`config.mk`:
```
export PLATFORM = sky130hd
export DESIGN_NAME = haraka_s_sponge_ctrl_flat
export DESIGN_NICKNAME = d
export VERILOG_FILES = /design/src/rtl/haraka_pkg.sv /design/src/rtl/haraka_s_sponge_ctrl_if.sv /design/src/rtl/haraka_pad.sv /design/src/rtl/haraka_s_sponge_ctrl.sv /design/src/flat_wrapper.sv
export SDC_FILE = /design/constraint.sdc
export NUM_CORES = 1
export LEC_CHECK = 0
export CELL_PAD_IN_SITES_DETAIL_PLACEMENT = 0
export CELL_PAD_IN_SITES_GLOBAL_PLACEMENT = 1
export CORE_AREA = 2 2 603 605
export DETAILED_ROUTE_END_ITERATION = 8
export DIE_AREA = 0 0 605 607
export PLACE_DENSITY = 0.43
export SLEW_MARGIN = 10
export SYNTH_ARGS = -nofsm -noshare
export SYNTH_HDL_FRONTEND = slang
export SYNTH_HIERARCHICAL = 1
export SYNTH_SLANG_ARGS = --single-unit
```
`constraint.sdc`:
```
create_clock -name clk -period 3.5 [get_ports clk]
set_clock_uncertainty 0.2 [all_clocks]
set_input_delay 0.35 -clock clk [delete_from_list [all_inputs] [get_ports clk]]
set_output_delay 0.35 -clock clk [all_outputs]
set_load 0.02 [all_outputs]
```
`src/rtl/haraka_pkg.sv`:
```
// haraka_pkg: shared widths, padding bytes and FSM encoding for the Haraka-S sponge controller
package haraka_pkg;
    localparam int RATE_BITS = 256;
    localparam int STATE_BITS = 512;
    localparam logic [7:0] PAD_START = 8'h1F;
    localparam logic [7:0] PAD_END = 8'h80;
    typedef enum logic [1:0] {ABSORB, PERM, PAD, OUT} st_t;
endpackage

```
`src/rtl/haraka_s_sponge_ctrl_if.sv`:
```
// haraka_s_sponge_ctrl_if: message-in and digest-out valid/ready streams of the sponge controller
interface haraka_s_sponge_ctrl_if;
    import haraka_pkg::*;
    logic msg_valid;
    logic msg_ready;
    logic [RATE_BITS-1:0] msg_data;
    logic msg_last;
    logic [5:0] msg_bytes;
    logic digest_valid;
    logic digest_ready;
    logic [RATE_BITS-1:0] digest_data;
    modport master(output msg_valid, msg_data, msg_last, msg_bytes, digest_ready,
                   input msg_ready, digest_valid, digest_data);
    modport slave(input msg_valid, msg_data, msg_last, msg_bytes, digest_ready,
                  output msg_ready, digest_valid, digest_data);
endinterface

```
`src/rtl/haraka_pad.sv`:
```
// haraka_pad: Haraka-S padding of a final message block; flags when a full block needs a separate pad block
module haraka_pad
    import haraka_pkg::*;
(
    input  logic [RATE_BITS-1:0] data,
    input  logic [5:0]           bytes,
    input  logic                 last,
    output logic [RATE_BITS-1:0] padded,
    output logic                 need_extra
);
    logic full;
    // bytes[5] set means a full (>= 32 byte) block, so no room for padding
    assign full = !last || bytes[5];
    assign need_extra = last && bytes[5];
    for (genvar i = 0; i < 32; i++) begin : g_byte
        localparam logic [5:0] J = 6'(i);
        assign padded[RATE_BITS-1-8*i -: 8] = full ? data[RATE_BITS-1-8*i -: 8] :
            ((J < bytes ? data[RATE_BITS-1-8*i -: 8] : 8'h00) ^
             (J == bytes ? PAD_START : 8'h00) ^
             (i == 31 ? PAD_END : 8'h00));
    end
endmodule

```
`src/rtl/haraka_s_sponge_ctrl.sv`:
```
// haraka_s_sponge_ctrl: owns the 512-bit sponge state, absorbs padded blocks, sequences core passes and squeezes digests
module haraka_s_sponge_ctrl
    import haraka_pkg::*;
#(
    parameter int NUM_ROUNDS = 5,
    parameter int ROUND_LAT  = 2,
    parameter int OUT_BLOCKS = 1
) (
    input  logic                  clk,
    input  logic                  rst_n,
    haraka_s_sponge_ctrl_if.slave bus,
    output logic [STATE_BITS-1:0] core_in,
    output logic                  core_sel,
    input  logic [STATE_BITS-1:0] core_out
);
    localparam int RW = NUM_ROUNDS > 1 ? $clog2(NUM_ROUNDS) : 1;
    localparam int LW = ROUND_LAT > 1 ? $clog2(ROUND_LAT) : 1;
    localparam int BW = $clog2(OUT_BLOCKS + 1);
    localparam logic [RW-1:0] LAST_RND = RW'(NUM_ROUNDS - 1);
    localparam logic [LW-1:0] LAST_LAT = LW'(ROUND_LAT - 1);

    st_t st, st_nxt;
    logic [STATE_BITS-1:0] state, state_nxt;
    logic [RW-1:0] round, round_nxt;
    logic [LW-1:0] lat, lat_nxt;
    logic pad_pending, pend_nxt;
    logic last_seen, last_nxt;
    logic [BW-1:0] blocks_left, left_nxt;
    logic dvalid, dv_nxt;
    logic [RATE_BITS-1:0] ddata, dd_nxt;
    logic [RATE_BITS-1:0] padded;
    logic need_extra;

    haraka_pad u_pad (
        .data      (bus.msg_data),
        .bytes     (bus.msg_bytes),
        .last      (bus.msg_last),
        .padded    (padded),
        .need_extra(need_extra)
    );

    assign bus.msg_ready = st == ABSORB;
    assign bus.digest_valid = dvalid;
    assign bus.digest_data = ddata;
    assign core_in = state;
    assign core_sel = 1'b0;

    always_comb begin
        st_nxt = st;
        state_nxt = state;
        round_nxt = round;
        lat_nxt = lat;
        pend_nxt = pad_pending;
        last_nxt = last_seen;
        left_nxt = blocks_left;
        dv_nxt = dvalid;
        dd_nxt = ddata;
        case (st)
            ABSORB: if (bus.msg_valid) begin
                state_nxt[STATE_BITS-1 -: RATE_BITS] = state[STATE_BITS-1 -: RATE_BITS] ^ padded;
                pend_nxt = need_extra;
                last_nxt = bus.msg_last;
                round_nxt = '0;
                lat_nxt = '0;
                st_nxt = PERM;
            end
            PERM: begin
                lat_nxt = lat + 1'b1;
                if (lat == LAST_LAT) begin
                    lat_nxt = '0;
                    round_nxt = round + 1'b1;
                    state_nxt = core_out;
                    if (round == LAST_RND) begin
                        round_nxt = '0;
                        if (pad_pending) st_nxt = PAD;
                        else if (last_seen) begin
                            // the digest is registered from the freshly captured state
                            st_nxt = OUT;
                            dv_nxt = 1'b1;
                            dd_nxt = core_out[STATE_BITS-1 -: RATE_BITS];
                            if (blocks_left == '0) left_nxt = BW'(OUT_BLOCKS);
                        end else st_nxt = ABSORB;
                    end
                end
            end
            PAD: begin
                state_nxt[STATE_BITS-1 -: 8] = state[STATE_BITS-1 -: 8] ^ PAD_START;
                state_nxt[RATE_BITS+7 -: 8] = state[RATE_BITS+7 -: 8] ^ PAD_END;
                pend_nxt = 1'b0;
                st_nxt = PERM;
            end
            OUT: if (bus.digest_ready) begin
                dv_nxt = 1'b0;
                if (blocks_left > BW'(1)) begin
                    left_nxt = blocks_left - 1'b1;
                    st_nxt = PERM;
                end else begin
                    state_nxt = '0;
                    last_nxt = 1'b0;
                    left_nxt = '0;
                    st_nxt = ABSORB;
                end
            end
            default: st_nxt = ABSORB;
        endcase
    end

    always_ff @(posedge clk or negedge rst_n) begin
        if (!rst_n) begin
            st <= ABSORB;
            state <= '0;
            round <= '0;
            lat <= '0;
            pad_pending <= 1'b0;
            last_seen <= 1'b0;
            blocks_left <= '0;
            dvalid <= 1'b0;
            ddata <= '0;
        end else begin
            st <= st_nxt;
            state <= state_nxt;
            round <= round_nxt;
            lat <= lat_nxt;
            pad_pending <= pend_nxt;
            last_seen <= last_nxt;
            blocks_left <= left_nxt;
            dvalid <= dv_nxt;
            ddata <= dd_nxt;
        end
    end
endmodule
```
`src/flat_wrapper.sv`:
```
// flat-port wrapper written by rule: the top's interface ports become plain ports
module haraka_s_sponge_ctrl_flat import haraka_pkg::*;
#(
    parameter int NUM_ROUNDS = 5,
    parameter int ROUND_LAT  = 2,
    parameter int OUT_BLOCKS = 1
)
  (clk, rst_n, core_in, core_sel, core_out, bus_msg_valid, bus_msg_data, bus_msg_last, bus_msg_bytes, bus_digest_ready, bus_msg_ready, bus_digest_valid, bus_digest_data);
  haraka_s_sponge_ctrl_if bus_i ();
  input  logic clk;
  input  logic rst_n;
  output logic [STATE_BITS-1:0] core_in;
  output logic core_sel;
  input  logic [STATE_BITS-1:0] core_out;
  input wire logic [$bits(bus_i.msg_valid)-1:0] bus_msg_valid;
  input wire logic [$bits(bus_i.msg_data)-1:0] bus_msg_data;
  input wire logic [$bits(bus_i.msg_last)-1:0] bus_msg_last;
  input wire logic [$bits(bus_i.msg_bytes)-1:0] bus_msg_bytes;
  input wire logic [$bits(bus_i.digest_ready)-1:0] bus_digest_ready;
  output wire logic [$bits(bus_i.msg_ready)-1:0] bus_msg_ready;
  output wire logic [$bits(bus_i.digest_valid)-1:0] bus_digest_valid;
  output wire logic [$bits(bus_i.digest_data)-1:0] bus_digest_data;
  assign bus_i.msg_valid = bus_msg_valid;
  assign bus_i.msg_data = bus_msg_data;
  assign bus_i.msg_last = bus_msg_last;
  assign bus_i.msg_bytes = bus_msg_bytes;
  assign bus_i.digest_ready = bus_digest_ready;
  assign bus_msg_ready = bus_i.msg_ready;
  assign bus_digest_valid = bus_i.digest_valid;
  assign bus_digest_data = bus_i.digest_data;
  haraka_s_sponge_ctrl #(.NUM_ROUNDS(NUM_ROUNDS), .ROUND_LAT(ROUND_LAT), .OUT_BLOCKS(OUT_BLOCKS)) u_core (.clk(clk), .rst_n(rst_n), .bus(bus_i), .core_in(core_in), .core_sel(core_sel), .core_out(core_out));
endmodule
```
### Register map, names as in the netlist, run 1

Bar = 200 um.
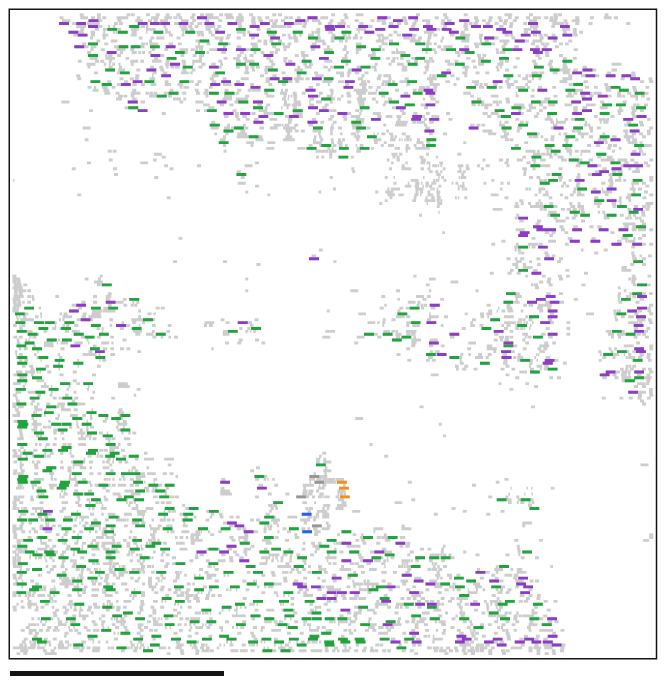
Blue shows u_core/st, flops 2. Orange shows u_core/round, flops 3. Green shows u_core/core_in, flops 512, where spread over the die. Purple shows u_core/bus.digest_data, flops 256, where spread over the die.

### Track usage over the die, run 1

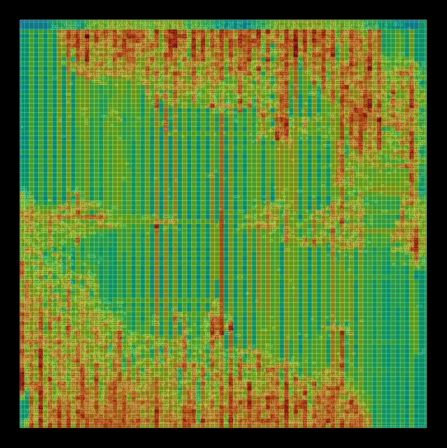
fin util: 18.75%
global route hottest layer: met2

==> results_dict.tcl, run 1 <==
# yosys + openroad results
set metrics [dict create \
    outcome "finished, final reports clean" \
    routabilityCongestion 0.8958 \
    yosysWarnings 6 \
    timing.final.crit_share_pct 86.45 \
    die_w_um 605 \
    wl_per_cell_um 30.54 \
    num-nets-final 6258 \
    path_clk_slew_ns 0.06 \
    rsz0062_at_grt "false" \
    seq_area_um2 19440 \
    drtPass1Iterations 8 \
    worstPathMaxFanout 6 \
    yosysTopAreaCell "dfrtp_1" \
    final_layout_size_suffix_gt1_share_pct 11.92 \
    post_cts_buffers 0 \
    initialDrtViolationCount 2955 \
    root_buffer "clkbuf_16" \
    cts_buffer_depth 4 \
    crit_arrival_ns 2.48 \
    syn_area_um2 38120 \
    ff_type "dfrtp_1" \
    postSynthSeqShare_pct 51.01 \
    dp.final_hpwl_mm 258.8 \
    worstSkewPairLatency_ns 0.82 \
    fin_cells 10403 \
    synthTopCellsByCount "777 x dfrtp_1, 514 x o21ai_0, 490 x nand3b_1" \
    antenna_found_initial 189 \
    fp_util_pct 10.56 \
    crit_type "flop to output port" \
    ir_drop_uv 592.1 \
    dp_cells 9796 \
    hold_violations 0 \
    slew_viol_final 0 \
    slew_headroom_pct 32.91 \
    stdcell_area_um2 67660 \
    setup-violations-final 0 \
    syn_inst 3573 \
    total_power_mw 66.51 \
    edf_count 0 \
    hold_path_depth 3 \
    vias 38651 \
    place_ws_ns -0.2868 \
    via_per_inst 3.715 \
    synthArstFlopShare_pct 100.0 \
    placement.cell_area_um2 60180 \
    areaGrowthSynthToFinish_pct 77.50 \
    drv_cap 0 \
    pwr_density_cell_nw_per_um2 982.9 \
    mi_logic_area_um2 17400 \
    synth_dominant_cell_count "dfrtp_1" \
    grt_overflow_total 0 \
    ys_types 58 \
    topCellsByArea "dfrtp_1 51%, nand3b_1 9.6%, mux2_2 7.6%" \
    synthesis.nets 4360 \
    portBuffers 1548 \
    hold_path_class "input port to flop" \
    synth_area_per_cell_um2 10.67 \
    fin_ws_ns 0.4741 \
    post-synth-top-area-fraction_pct 51.01 \
    fillers 39837 \
    num_rows 221 \
    worst_r2r_path_depth 7 \
    tightest_slew_ns 0.9986 \
    coreArea_um2 360900 \
    yosys.stat.chipArea_um2 38120 \
    htree_levels 3 \
    yosysCellCount 3573 \
    worstSetupEndpointType "output port" \
    cts.sinks 777 \
    critPathLaunchType "flop" \
    ant_nets 0 \
    grt_pass1_vias 39032 \
    final.min_clock_period_ns 3.026 \
    numCtsBuffers 115 \
    warning_count 36 \
    timing.fmax_ghz 0.3305 \
    grt_pass1_wl_mm 403.7 \
    dieArea_um2 367200 \
    io_pins 1550 \
    wl_mm 317.8 \
    leakagePower_nw 27.07 \
    cp.required_ns 2.95 \
    grt_start_max_net_pins 158 \
    numSynthFlops 777 \
    hold_slack_ns 0.07426 \
    die_h_um 607 \
    cts_tree "yes" \
]
### Signal wires on met4, run 1

Bar = 200 um.
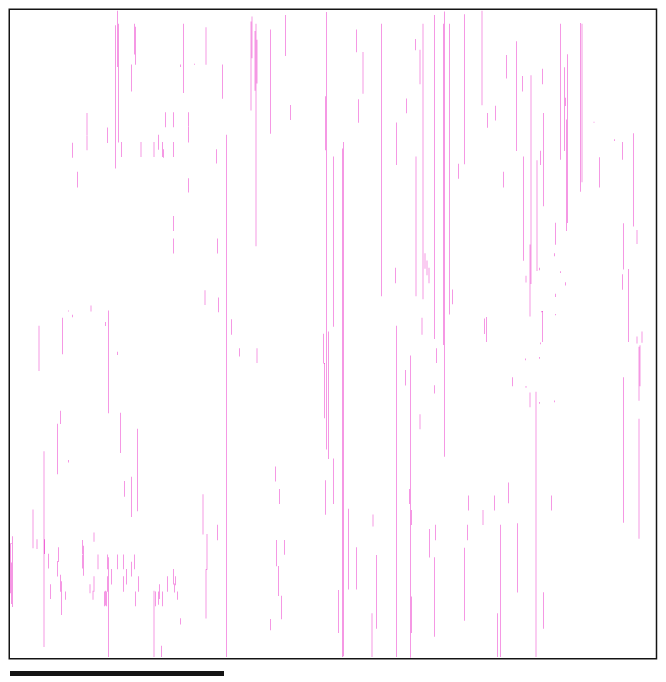
The layer carries 12000 um of wire. The layer holds 3.8% of the routed length. 184 nets have wire on it. The longest straight run is 489 um.

==> run 1: through the flow <==
stage	setup TNS [ns]	utilization [%]
floorplan	0	-
global placement	-1.341	16.68
detailed placement	-1.399	16.68
CTS	0	18.71
global route	0	18.74
finish	0	18.75
==> run 1: layout make-up <==
class | instances | area share [%]
repair buffers | 2069 | 30.74
flip-flops and latches | 777 | 28.74
multi-input cells | 2490 | 25.72
well taps | 4794 | 8.865
clock buffers | 170 | 5.032
clock inverters | 31 | 0.6028
diodes | 54 | 0.1997
inverters | 18 | 0.09986
==> run 1: cells in the final DEF, fill, tap and decap left out, types with 4 or more instances in the layout <==
cell             instances
nor3_2                   7
nand4bb_1                4
or2_2                    8
dfrtp_1                777
clkbuf_8                32
dlygate4sd3_1          351
ha_1                     7
nand4b_1                 6
mux2_2                 256
clkinv_2                12
or3_1                    5
bufinv_16                8
and3_1                  21
o22ai_1                  7
inv_1                   18
nand2_1                325
o21ai_0                514
nand3b_1               490
clkbuf_1                23
a22oi_1                  6
a221oi_1                 6
o31ai_1                 11
nand3_1                 16
clkdlybuf4s50_1       1530
nand2b_1               274
a21o_1                 128
and2_1                  67
a31o_2                   5
nor2b_1                  7
a221o_1                249
clkbuf_16              115
buf_4                  139
buf_12                  45
nor3_1                   7
diode_2                 54
nor2_1                  15
==> run 1: worst max-delay path: stages (launching register included) <==
cell	delay [ns]
dfrtp_1	0.46
inv_1	0.14
ha_1	0.30
clkdlybuf4s50_1	0.75
==> run 1: power by group <==
part           internal, mW  total (mW)  switching, mW
combinational          15.4        36.9           21.5
clock                  7.25        12.3           5.00
sequential             13.7        17.3           3.61
total                  36.4        66.5           30.1
==> run 1: cells by family (layout without fill, tap and decap cells) <==
group,Yosys count,after routing,synth area share (%)
and+or+nand+nor,1279,1279,20.67
AOI/OAI and AO/OA,946,946,16.87
DFF,777,777,51.01
buffers and inverters,306,2288,3.620
muxes,256,256,7.562
adders and majority gates,8,8,0.2626
other,1,55,0.009837
==> run 1: final timing paths <==
path | to | start | slack [ns]
max | bus_msg_ready | u_core/st[1] | 0.47
min | u_core/core_in[156] | core_out[156] | 0.07
max reg2reg | u_core/core_in[279] | u_core/st[0] | 0.51
min reg2reg | u_core/core_in[223] | u_core/core_in[223] | 0.28
max in group asynchronous | u_core/bus.digest_data[22] | rst_n | 1.39
min in group asynchronous | u_core/bus.digest_data[116] | rst_n | 0.53
==> run 1: per-layer routing <==
layer  GRT usage, %  share of wire [%]  vias to the layer above
met5              0              0.079                        -
met4          5.770                3.8                       42
met3          4.672                7.0                      505
met2          30.88                 53                     1534
met1          17.70                 36                    19705
li1               -                  -                    16865
==> run 1: repair_timing <==
action	in CTS	in global routing
hold buffers	352	0
hold endpoints to repair	527	0
gates resized	0	0
==> run 1: flip-flops by register name (all words and copies together) (netlist names) <==
register and cells:
u_core/pad_pending 1, u_core/bus.digest_data 256, u_core/core_in 512, u_core/blocks_left 1
u_core/round 3, u_core/last_seen 1, u_core/lat 1, u_core/st 2
### Metal layers overlaid, run 1

Only two layers are drawn.
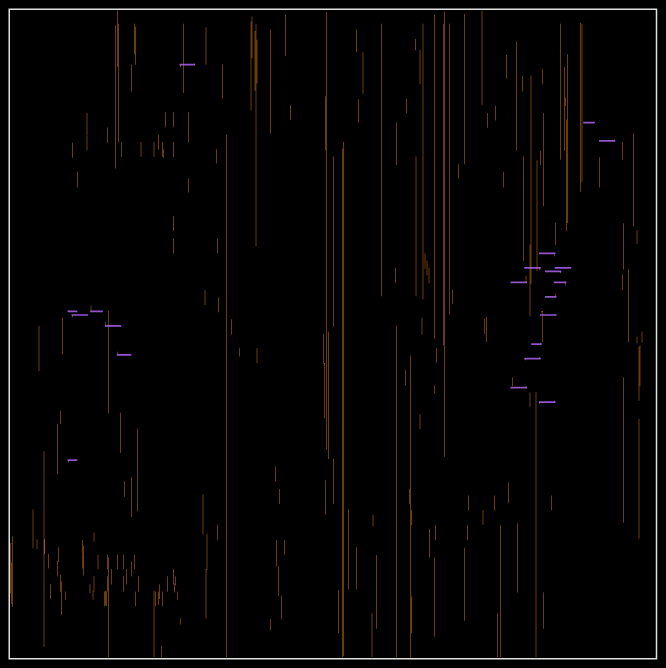

==> run 1 -> run 2 <==
--- a/config.mk
+++ b/config.mk
@@ -8,8 +8,10 @@
 export CELL_PAD_IN_SITES_DETAIL_PLACEMENT = 0
 export CELL_PAD_IN_SITES_GLOBAL_PLACEMENT = 1
 export CORE_AREA = 2 2 603 605
+export CTS_CLUSTER_SIZE = 8
 export DETAILED_ROUTE_END_ITERATION = 8
 export DIE_AREA = 0 0 605 607
+export HOLD_SLACK_MARGIN = 0.1
 export PLACE_DENSITY = 0.43
 export SLEW_MARGIN = 10
 export SYNTH_ARGS = -nofsm -noshare
### Metal layers overlaid, run 2

Only two layers are drawn.
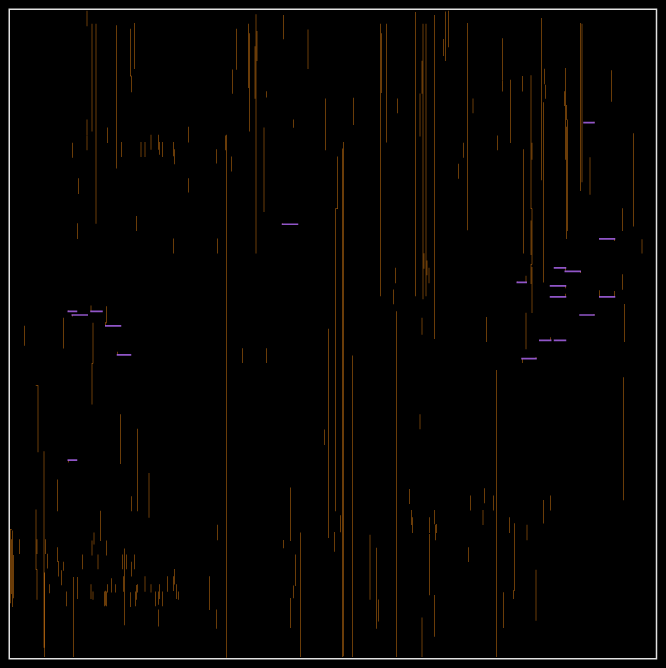
Purple shows met5, wire length 221 um. Orange shows met4, wire length 11200 um.

### Signal wires on met4, run 2

Bar = 200 um.
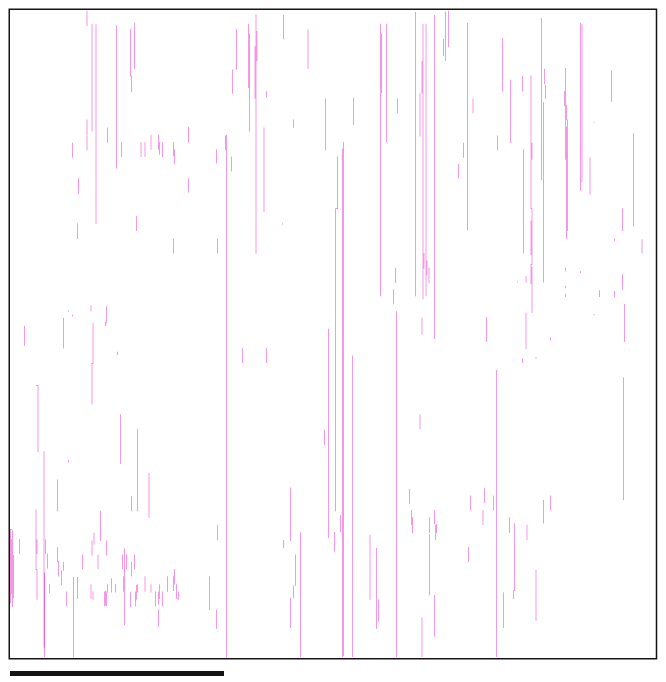
The longest straight run is 490 um. 184 nets have wire on it. The wires run mostly vertical. The layer carries 11200 um of wire. The layer holds 3.5% of the routed length.

==> results_dict.tcl, run 2 <==
# yosys + openroad results
set metrics [dict create \
    worstPathMaxFanout 62 \
    outcome "finished, final reports clean" \
    htree_levels 3 \
    synthTopCellsByCount "777 x dfrtp_1, 514 x o21ai_0, 490 x nand3b_1" \
    warning_count 37 \
    hold_path_depth 3 \
    tightest_slew_ns 1.005 \
    rrSetupSlack_ns 0.30 \
    hold_start "core_out[144]" \
    cts.sinks 777 \
    routabilityCongestion 0.8958 \
    path_clk_slew_ns 0.06 \
    worst_r2r_path_depth 8 \
    hold_slack_ns 0.1353 \
    io_pins 1550 \
    initialDrtViolationCount 2843 \
    die_w_um 605 \
    drv_cap 0 \
    drtPass1Iterations 5 \
    post-synth-top-area-fraction_pct 51.01 \
    final.min_clock_period_ns 3.204 \
    edf_count 0 \
    timing.final.crit_share_pct 91.55 \
    worstSetupEndpointType "flop" \
    cp.required_ns 4.04 \
    grt_pass1_wl_mm 405.8 \
    rsz0062_at_grt "false" \
    portBuffers 1548 \
    min_to "u_core/core_in[144]" \
    post_cts_buffers 0 \
    slew_viol_final 0 \
    ff_type "dfrtp_1" \
    final_common_cell "clkdlybuf4s50_1" \
    ant_nets 0 \
    root_buffer "clkbuf_16" \
    yosysWarnings 6 \
    cts_buffer_depth 4 \
    worstSkewPairLatency_ns 0.82 \
    synthArstFlopShare_pct 100.0 \
    postSynthSeqShare_pct 51.01 \
]
### Register map, names as in the netlist, run 2

Bar = 200 um.
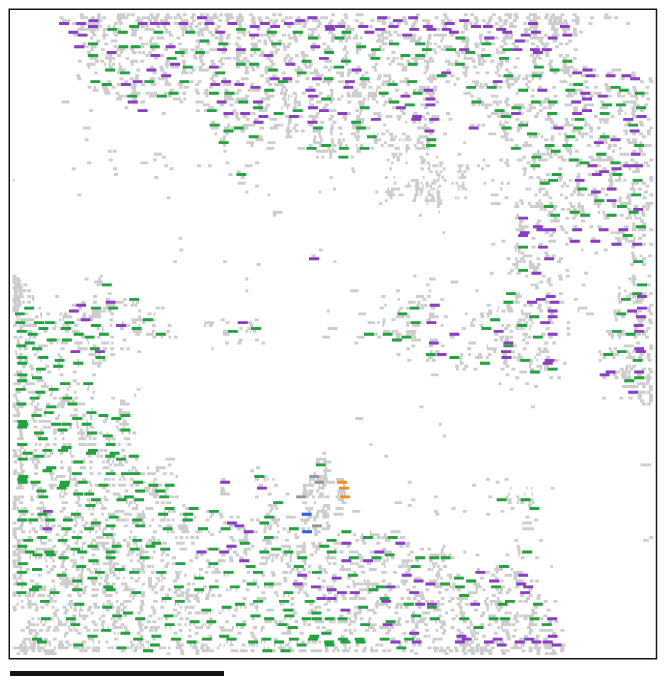
Blue shows u_core/st, flops 2. Orange shows u_core/round, flops 3. Purple shows u_core/bus.digest_data, flops 256, where spread over the die. Green shows u_core/core_in, flops 512, where spread over the die.

==> run 2: cell counts after synthesis <==
Identical to the previous run, type by type.
==> run 2: layout make-up <==
type	count	share of cell area, %
Timing Repair Buffer	2156	31.82
Clock buffer	154	4.744
Sequential cell	777	28.54
Tap cell	4794	8.805
Inverter	18	0.09918
Clock inverter	12	0.2718
Antenna cell	45	0.1653
Multi-Input combinational cell	2490	25.55
==> run 2: power by group through the flow <==
| stage | sequential [mW] | combinational (mW) | clock [mW] |
|---|---|---|---|
| after floorplan | 21.9 | 12.1 | 0 |
| after global placement | 17.2 | 36.9 | 0 |
| after detailed placement | 17.3 | 37.0 | 0 |
| after CTS | 17.3 | 37.7 | 11.8 |
| after global routing | 17.9 | 39.3 | 12.1 |
| final | 17.3 | 37.0 | 11.4 |
==> run 2: cell families (layout without fill, tap and decap cells) <==
kind of cell,after synthesis,count (layout),share of synthesized area [%]
AND-OR/OR-AND,946,946,16.87
adder cells (fa/ha/maj),8,8,0.2626
buffers and inverters,306,2340,3.620
flip-flops,777,777,51.01
multiplexers,256,256,7.562
other,1,46,0.009837
AND/OR/NAND/NOR,1279,1279,20.67
==> run 2: critical path, stage by stage, from the launching register on <==
cell	delay, ns
dfrtp_1	0.47
inv_1	0.13
ha_1	0.30
nand2b_1	0.30
nand4b_1	0.30
buf_12	0.30
buf_4	0.26
a221o_1	0.29
dlygate4sd3_1	0.55
==> run 2: stage by stage <==
step / total power, mW / utilization (%) / TNS, ns / std cells / instance area [um^2]
finish: 65.75 / 18.88 / 0 / 10446 / 68130
global route: 69.36 / 18.87 / 0 / 10428 / 68080
CTS: 66.90 / 18.85 / 0 / 10401 / 68010
detailed placement: 54.34 / 16.68 / -1.399 / 9796 / 60180
global placement: 54.10 / 16.68 / -1.341 / 9796 / 60180
floorplan: 34.06 / - / 0 / 3573 / 38120
==> run 2: what timing repair did <==
item | in CTS | in global routing
endpoints found under the hold margin | 1137 | 0
endpoints found under the setup margin | 0 | 1
gates resized | 0 | 1
hold buffers | 439 | 0
==> run 2: how the worst max path moves through the flow <==
stage               cells past startpoint              from             endpoint
CTS                                     8      u_core/st[0]  u_core/core_in[493]
global placement                        9  bus_msg_bytes[1]  u_core/core_in[408]
global route                            8      u_core/st[1]  u_core/core_in[493]
detailed placement                      9  bus_msg_bytes[1]  u_core/core_in[412]
finish                                  8      u_core/st[1]  u_core/core_in[493]
floorplan                               8  bus_msg_bytes[4]  u_core/core_in[465]
==> run 2: metal layers <==
metal / share of wire [%] / global-route usage, % / routed length [um]
met5: 0.069 / 0 / 220
met4: 3.5 / 5.296 / 11200
met3: 6.7 / 4.536 / 21200
met2: 53 / 31.16 / 169500
met1: 36 / 17.82 / 116100
No activity file was given, so power comes from the tool's default toggle rates.
